File: config.mk
export PLATFORM = sky130hd
export DESIGN_NAME = pc_fetch_sequencer
export DESIGN_NICKNAME = d
export VERILOG_FILES = /design/src/rtl/pc_fetch_sequencer.sv
export SDC_FILE = /design/constraint.sdc
export NUM_CORES = 1
export LEC_CHECK = 0
export CAP_MARGIN = 15
export CORE_MARGIN = 5
export CORE_UTILIZATION = 45
export CTS_BUF_LIST = sky130_fd_sc_hd__clkbuf_8
export CTS_CLUSTER_DIAMETER = 40
export CTS_CLUSTER_SIZE = 14
export DETAILED_ROUTE_END_ITERATION = 16
export PLACE_DENSITY = 0.75
export SLEW_MARGIN = 20
export SYNTH_ARGS = -nofsm -noshare
export SYNTH_HDL_FRONTEND = slang
export SYNTH_SLANG_ARGS = --single-unit
File: constraint.sdc
create_clock -name CLK -period 6.3 [get_ports CLK]
set_input_delay 1.89 -clock CLK [delete_from_list [all_inputs] [get_ports CLK]]
set_output_delay 1.89 -clock CLK [all_outputs]
set_load 0.01 [all_outputs]
File: src/rtl/pc_fetch_sequencer.sv
// rtl/pc_fetch_sequencer.sv - program counter and instruction-fetch handshake sequencer
module pc_fetch_sequencer #(
  parameter logic [15:0] RESET_PC = 16'h0000
) (
  input  logic        CLK,
  input  logic        Reset,
  input  logic        run,
  output logic        fetch_req,
  output logic [15:0] fetch_addr,
  input  logic        fetch_ack,
  input  logic [15:0] fetch_data,
  output logic        instr_valid,
  output logic [15:0] instr,
  output logic [15:0] instr_pc,
  input  logic        redirect_valid,
  input  logic        redirect_abs,
  input  logic [15:0] redirect_value,
  input  logic        redirect_link,
  output logic        link_valid,
  output logic [15:0] link_addr,
  output logic [15:0] pc,
  output logic        fault
);

  typedef enum logic [1:0] {IDLE, FETCH, FAULT} state_t;

  state_t      state;
  state_t      stateNext;
  logic        pendValid;
  logic [15:0] pendTarget;

  logic        acked;
  logic        redirTake;
  logic        deferNow;
  logic        applyNow;
  logic        deliver;
  logic        discard;
  logic        goFault;
  logic [15:0] target;

  // Relative offsets are in words, so the top offset bit falls off the shift.
  assign target    = redirect_abs ? redirect_value
                                  : pc + {redirect_value[14:0], 1'b0};
  assign acked     = (state == FETCH) && fetch_ack;
  assign redirTake = redirect_valid && (state != FAULT);
  // fetch_addr must not move under an un-acked request, so such redirects wait.
  assign deferNow  = redirTake && (state == FETCH) && !fetch_ack;
  assign applyNow  = redirTake && !deferNow;
  // An ack that lands while a redirect is pending carries a stale instruction.
  assign deliver   = acked && !pendValid;
  assign discard   = acked && pendValid;
  // A redirect applied this cycle supersedes whatever was pending.
  assign goFault   = applyNow ? target[0] : (discard && pendTarget[0]);

  // State register
  always_ff @(posedge CLK) begin
    if (Reset) state <= IDLE;
    else       state <= stateNext;
  end

  // Next-state selection
  always_comb begin
    stateNext = state;
    case (state)
      IDLE: begin
        if (goFault)  stateNext = FAULT;
        else if (run) stateNext = FETCH;
      end
      FETCH: begin
        if (goFault)    stateNext = FAULT;
        else if (acked) stateNext = run ? FETCH : IDLE;
      end
      FAULT:   stateNext = FAULT;
      default: stateNext = IDLE;
    endcase
  end

  // Memory-side handshake outputs
  always_comb begin
    fetch_req  = (state == FETCH);
    fetch_addr = pc;
  end

  // PC, pending redirect, delivered instruction, link and fault registers
  always_ff @(posedge CLK) begin
    if (Reset) begin
      pc          <= RESET_PC;
      pendValid   <= 1'b0;
      pendTarget  <= 16'h0000;
      instr_valid <= 1'b0;
      instr       <= 16'h0000;
      instr_pc    <= 16'h0000;
      link_valid  <= 1'b0;
      link_addr   <= 16'h0000;
      fault       <= 1'b0;
    end else begin
      instr_valid <= deliver;
      link_valid  <= redirTake && redirect_link;

      if (deliver) begin
        instr    <= fetch_data;
        instr_pc <= pc;
      end

      if (redirTake && redirect_link) link_addr <= pc;

      if (deferNow) begin
        pendValid  <= 1'b1;
        pendTarget <= target;
      end else if (acked) begin
        pendValid <= 1'b0;
      end

      if (goFault) begin
        fault <= 1'b1;
      end else if (applyNow) begin
        pc <= target;
      end else if (discard) begin
        pc <= pendTarget;
      end else if (deliver) begin
        pc <= pc + 16'd2;
      end
    end
  end

endmodule

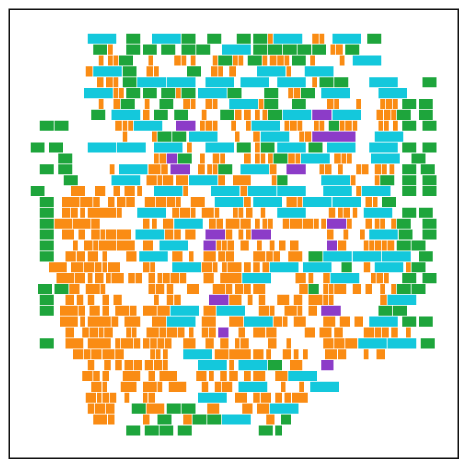
class_map.png
Scale: 4 px per um.
Key: green = remaining buffers and delay cells [cells 127, share of their area 21%]; purple = clock drivers and dummy loads [cells 15, share of their area 3.3%]; orange = remaining logic cells [cells 465, share of their area 46%]; cyan = registers [cells 86, share of their area 29%]

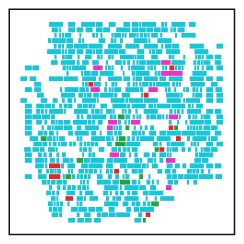
sizing.png
Scale: 2 px per um.
Key: green = x2 [cells 13, most used nor2_2]; red = x3 and x4 [cells 11, most used buf_4]; cyan = x1 and smaller [cells 657, most used nand2_1]; magenta = x6 and larger [cells 12, most used clkbuf_8]

==> GITHUB_STEP_SUMMARY <==
## Implementation flow summary

| Metric | Value |
|---|---|
| Outcome | finished, final reports clean |
| Actual slew at the worst max-slew pin | 0.983 ns |
| CP Buf/Inv Count | 2 |
| CTS resizes | 0 |
| DRT Pass-1 Iters | 5 |
| Flop pwr share | 0.464 |
| Initial antenna violation count | 0 |
| # Cells Yosys | 603 |
| Largest net degree at the start of global routing | approximately 48 |
| Count of flip-flops with a built-in enable after synthesis | 0 |
| Synthesized area per cell | between 7 and 8 sq um |
| Sw power | 426 uW |
| Fmax | 0.243 GHz |
| Max-cap violation count | 0 |
| Internal | 901 uW |
| GPL Wtd Cong | 0.844 |
| Final Hold Vio Count | 0 |
| Sw frac | 0.321 |
| RSZ-0062 raised after global routing | false |
| Longest Clk Path Bufs | 2 |
| Worst-path cell chain | clkdlybuf4s50_1 -> ha_1 -> inv_1 -> fa_1 -> nand2b_1 -> a21oi_1 -> o21ai_0 -> a211o_2 -> nand3_1 -> a221oi_1 |
| Final worst slack | 2.19 ns |
| Critical Setup Path Class | input port to flop |
| Data arrival, critical path | 4.32 ns |
| PwrDens | approximately 220 mW/mm^2 |
| Residual DRC | 0 |
| Share of layout cells above drive strength 1 | 0.0519 |
| Grt ovf | 0 |
| Initial DRC count | 495 |
| Post-CTS setup buffers | 0 |
| Vias in the first global route | 4503 |
| Synth cell types | 67 |
| Leakage | between 0.002 and 0.0025 uW |
| HPWL Detailed | 10.3 mm |
| Die width | 112 um |
| Synth Flop Type | dfxtp_1 |
| Overall Power | 1330 uW |
| Area growth syn-to-layout | 28.9% |
| Post-DR vias/cell | 5.66 |
| Max-slew violations | 0 |
| Clock buffer count from CTS | 9 |
| Area leader share | 0.368 |
| Finished Core Util | 0.589 |
| Most frequent logic cells in the routed design | 129 x nand2_1, 121 x clkdlybuf4s50_1, 86 x dfxtp_1 |
| Num rows | 37 |
| YS chip area | 0.00467 sq mm |
| Ant. Diodes | 0 |
| Root buffer cell | clkbuf_8 |
| Startpoint types | input port |
| H-tree levels | 3 |
| Final tally of setup violations | 0 |
| Die Area | 0.0125 sq mm |
| Combinational power share | 0.242 |
| CP endpoint kind | flop |
| Setup tns final | 0 ns |
| Max incr delay on CP | 0.54 ns |
| Crit-path leading delay family | AND-OR/OR-AND gates |
| Hold buffers post-CTS | 0 |
| Gate Count Post-Synth | 603 |
| Post-synth seq share | 0.368 |
| Ys async rst share | 0 |
| Top cell excl fill/tap | nand2_1 |
| Slowest CP cell | clkdlybuf4s50_1 |
| Largest area contributor in the netlist | dfxtp_1 |
| Type of the tightest min-delay check | flop to flop |
| First-pass GRT wire length | 22.9 mm |
| Tmin final | 4.11 ns |
| Clock share of power | 0.295 |
| Insertion Delay late pin | 0.36 ns |
| IO Pins | 123 |
| Die Y | 112 um |
| Post-detailed-route count of antenna-violating nets | 0 |
| Tool warnings | 26 |
| Worst-path fanout max | 5 |
| Worst Path Required | 6.50 ns |
| Syn_nets | 658 |
| Filler Cells Inserted | 935 |
| Peak VDD IR | roughly 0.099 mV |
| Setup skew after layout | 0.00922 ns |
| Max-slew headroom | 0.344 |
| Worst-path clk slew | 0.09 ns |
| Main area contributors | dfxtp_1 37%, nand2_1 10%, a21oi_1 7.9%, ha_1 4.0%, buf_4 2.7% |
| CTS tree | done |
| FP Util | 0.457 |
| Cycle use final | 0.653 |
| Mapped cell area | 0.00467 sq mm |
| Dpl ws | 1.85 ns |
| Port-buffer cells | 122 |
| Number of synthesized register bits | 86 |
| Sink Count | 86 |
| Fin nets | 744 |
| Synth warnings | 0 |
| Core area | slightly above 0.01 sq mm |
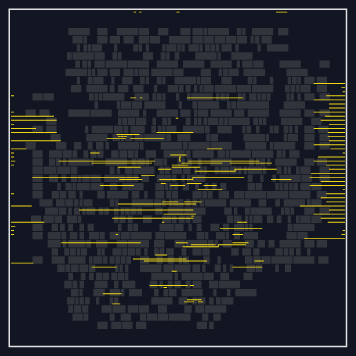
m3.png
Scale: 3 px per um.
104 nets have wire on it. The wires run mostly horizontal.
DR vias: 4689
wirelength, routed: 14.3 mm
met3 GRT Util: 0.0391

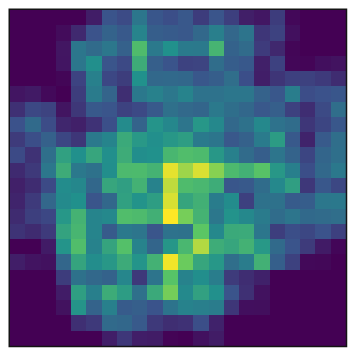
route_heat.png
Scale: 3 px per um. 22 x 22 tiles, from dark purple (low) to yellow (high), scaled to the fullest tile. Values are wire area over tile area, all layers added.
The fullest tile reaches 0.62. 18% of the tiles are over half the peak. The emptiest ninth of the die: south-east.
Tot GR Track Use: 0.221
post-DR wirelength/cell: 17.3 um

## cell usage after synthesis, types with 2 or more instances
library cell,number
ha_1,15
o31ai_1,2
nand4_1,3
inv_1,12
o211ai_1,16
o22ai_1,2
nand4b_1,3
a211o_1,3
dfxtp_1,86
nand3b_1,2
a21o_1,5
clkbuf_1,23
nand2_1,129
o211a_1,2
a211oi_1,11
nand3_1,19
a221oi_1,3
or3_1,2
and4_1,2
o21a_1,4
o21ai_0,24
buf_2,10
xor2_1,7
mux2i_1,7
xnor2_1,9
a21oi_4,2
a21oi_1,74
and3_1,3
a31oi_1,9
nor2_1,32
buf_4,17
and2_1,3
nor3_1,13
nand2b_1,8
nor2b_1,9
## path summary, 6_finish.rpt
path	slack (ns)	startpoint	end	depth (start not counted)
setup / recovery	2.19	redirect_value[0]	fetch_addr[13]	10
hold / removal	0.45	fault	fault	2
setup reg to reg	3.58	fetch_addr[1]	fetch_addr[13]	9
hold reg to reg	0.45	fault	fault	2
## per-stage QoR
| stage | area (sq um) | hold WS [ns] | cells |
|---|---|---|---|
| after detailed placement | 5820 | 0.439 | 813 |
| after floorplan | 4670 | 0.436 | 603 |
| after CTS | 6020 | 0.452 | 828 |
| after global routing | 6020 | 0.472 | 829 |
| after global placement | 5820 | 0.434 | 813 |
| final | 6020 | 0.448 | 829 |
## state kept, by name, indices dropped and copies added (netlist names)
signal	count
fetch_addr	16
state	2
link_valid	1
fault	1
pendValid	1
link_addr	16
instr_valid	1
instr_pc	16
pendTarget	16
instr	16
## power groups by stage
| stage | combinational (uW) | sequential, uW | clock, uW |
|---|---|---|---|
| finish | 321 | 615 | 391 |
| global route | 349 | 620 | 419 |
| CTS | 318 | 614 | 396 |
| global placement | 310 | 626 | 0 |
| floorplan | 198 | 615 | 0 |
| detailed placement | 316 | 627 | 0 |
## cell families (layout without fill, tap and decap cells)
group,count (synthesis),count (layout),share of synthesized area
simple gates,239,239,0.234
compound gates,175,175,0.240
flops,86,86,0.368
buf+inv,64,154,0.0680
fa+ha+maj,16,16,0.0444
xor+xnor,16,16,0.0300
mux,7,7,0.0150
## layer usage
| layer | wire length (um) | vias up | GRT usage | share of wire |
|---|---|---|---|---|
| met3 | 1000 | 20 | 0.0391 | 0.070 |
| met2 | 6650 | 193 | 0.357 | 0.46 |
| met1 | 6450 | 2194 | 0.298 | 0.45 |
| li1 | - | 2282 | - | - |
| met5 | 0 | - | 0 | 0 |
| met4 | 236 | 0 | 0.0722 | 0.016 |
## worst reg2reg max path, delay by kind of cell, from the launching register on
kind	cells	cell delay (ns)
flip-flops	1	0.62
AND/OR/NAND/NOR	2	0.27
adder cells (fa/ha/maj)	2	0.65
AND-OR/OR-AND	4	0.97
buffers and inverters	1	0.06
## cell type report
cell class                 count  area, sq um  area share
timing repair buffer         127         1250       0.208
inverter                      12         45.0     0.00748
tap                          136          170      0.0283
clock inverter                 6         70.1      0.0116
sequential                    86         1720       0.286
multi-input combinational    453         2640       0.438
clock buffer                   9          124      0.0206
Power and IR drop assume default switching activity.
